==> config.mk <==
export PLATFORM = sky130hd
export DESIGN_NAME = serial_add_ctrl
export DESIGN_NICKNAME = d
export VERILOG_FILES = /design/src/rtl/serial_add_ctrl.sv
export SDC_FILE = /design/constraint.sdc
export NUM_CORES = 1
export LEC_CHECK = 0
export ABC_AREA = 1
export CAP_MARGIN = 10
export CORE_UTILIZATION = 30
export DETAILED_ROUTE_END_ITERATION = 6
export GPL_ROUTABILITY_DRIVEN = 0
export SYNTH_ARGS = -nofsm -noshare
export SYNTH_HDL_FRONTEND = slang
export SYNTH_SLANG_ARGS = --single-unit
==> constraint.sdc <==
create_clock -name clk -period 1.7 [get_ports clk]
set_input_delay 0.17 -clock clk [delete_from_list [all_inputs] [get_ports clk]]
set_output_delay 0.17 -clock clk [all_outputs]
set_load 0.1 [all_outputs]
Fig. 1: supply network
Bar = 20 um. Pins as bars on the die edge.
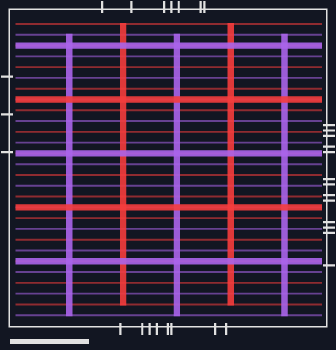
color	net
red	VDD
purple	VSS
met5 straps	5
met1 rails	28
signal pins	31
met4 straps	5
rows	27
core area: 0.00568 sq mm
Die W: 79.7 um
peak supply drop: 407 uV
die height: 79.7 um

Fig. 2: cells colored by class
Fill, decap, tap and diode cells in gray.
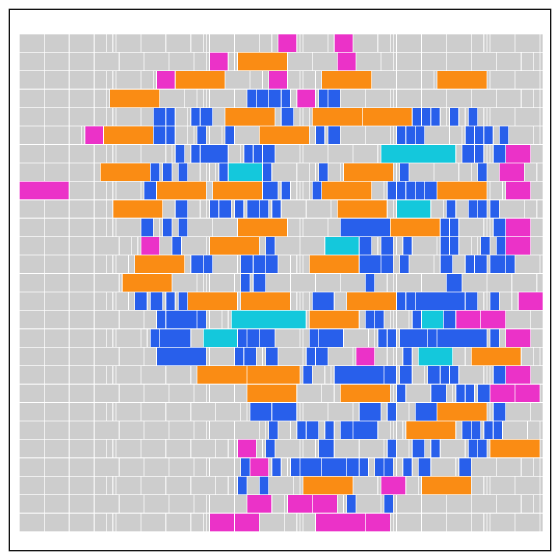
color	class	cells
orange	registers	38
magenta	remaining buffers and delay cells	33
cyan	clock drivers and dummy loads	8
blue	remaining logic cells	188
Site Rows: 27
sequential cell area share: 33.7%
final instance area: 0.00226 sq mm

Fig. 3: clock wires, drivers and flops
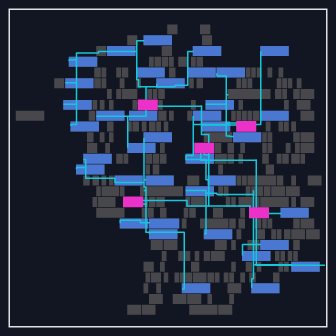
[magenta] clock-net drivers | count: 5
[cyan] clock wires | length: 511 um
[blue] flip-flops | count: 38
routed clock nets	6
clock power share: 42.1%
clock skew: 5.67 ps
clk pwr: 0.925 mW
Clock Latency Late Sink: 300 ps

Fig. 4: metal layers overlaid
Bar = 20 um. Only two layers are drawn.
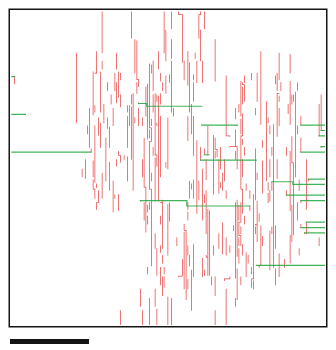
color	layer	wire length
red	M2	1670 um
green	M3	175 um
Total Wirelength: 3580 um
via count of the routed design: 1451
wire length per cell: 10.5 um
total track usage: 12.7%

Fig. 5: clock nets
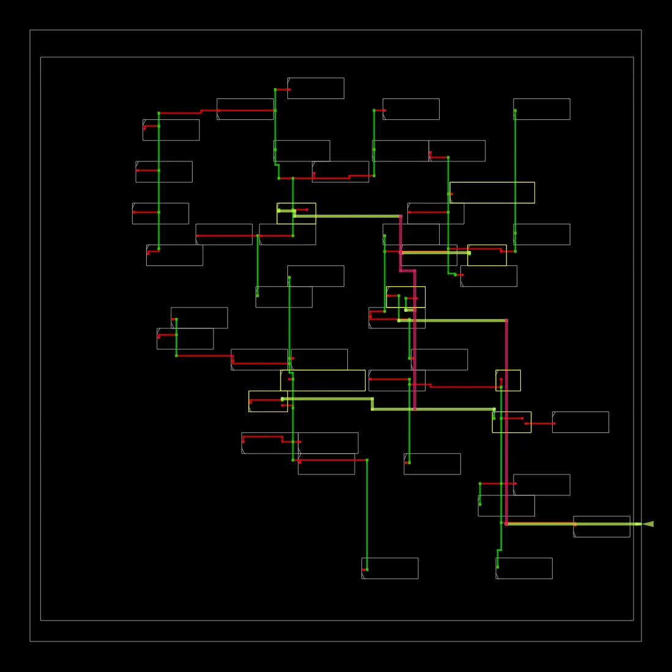
CTS buffer count: 5
clock tree sinks: 38
flop count: 38
clk_buf instances: 5

==> summary.txt <==
flow finished, numbers: GRT overflow=0, CP max stage delay=340 ps, first-pass iteration count of the detailed router=4, Crit path arrival time=1380 ps, worst slew pin tran=283 ps, vias in the first global route=1410, die area=0.00635 sq mm, setup slack, reg-to-reg=320 ps, Routed Antenna Nets=0, fin crit period=1550 ps, relative slew slack=81.3%, PortBufs=30, CP endpoint kind=primary output, dpl cell area=between 0.002 and 0.0025 sq mm, count of max-cap constraint violations=0, hold path cells=3, worst hold path type=in -> reg, Setup violations, final=0, share of post-route cells with drive strength above 1=18.7%, final core occ=39.8%, outcome=complete, no violations, Gate Count Post-Synth=roughly 230, Tot Pwr=2.20 mW, clock-pin slew on the worst setup and hold paths=70 ps
## metal layers
layer	global-route usage, %	routed length (um)	share of wire (%)	up-vias
met5	0	0	0	-
met4	4.36	53	1.5	0
met2	22.4	1670	47	21
met3	4.46	174	4.9	6
li1	-	-	-	792
met1	13.9	1670	47	632
## synth_stat cells (all sizes together)
cell / n
o21ai: 16
clkinv: 1
nand3: 21
nor3: 1
fa: 1
buf: 7
ha: 2
clkbuf: 1
inv: 36
nand2: 61
a21oi: 19
dfxtp: 38
nor2: 30
## worst reg2reg max path, delay by kind of cell, from the launching register on
family        cells  cell delay [ps]
fa+ha+maj         2              420
flops             1              350
simple gates      3              320
buf+inv           2              180
## final cells by class
cell class,instances,area (sq um)
tap,72,90.1
multi-input combinational,151,801
sequential,38,762
clock inverter,3,68.8
clock buffer,5,68.8
timing repair buffer,33,320
fill,587,3420
inverter,37,149
## kinds of logic (layout without fill, tap and decap cells)
kind of cell | count (synthesis) | count (layout) | share of synthesized area, %
buffers and inverters | 45 | 78 | 13.9
flip-flops | 38 | 38 | 42.0
adder cells (fa/ha/maj) | 3 | 3 | 2.49
AND/OR/NAND/NOR | 113 | 113 | 30.9
AND-OR/OR-AND | 35 | 35 | 10.7
## power by group
part           leakage [nW]  total [mW]  switching (mW)  internal [mW]
registers             0.311       0.967          0.0319          0.935
logic                 0.636       0.303           0.176          0.127
clock network        0.0683       0.925           0.337          0.588
## repair_timing
| action | 4_1_cts | 5_1_grt |
|---|---|---|
| setup endpoints to repair | 0 | 1 |
| setup buffers | 0 | 0 |
| gates resized | 0 | 1 |
## metrics by stage
| stage | hold slack (ps) | std cells |
|---|---|---|
| floorplan | 305 | 234 |
| finish | 434 | 339 |
| global placement | 460 | 331 |
| CTS | 429 | 339 |
| global route | 440 | 339 |
| detailed placement | 461 | 331 |
Power and IR drop assume default switching activity.
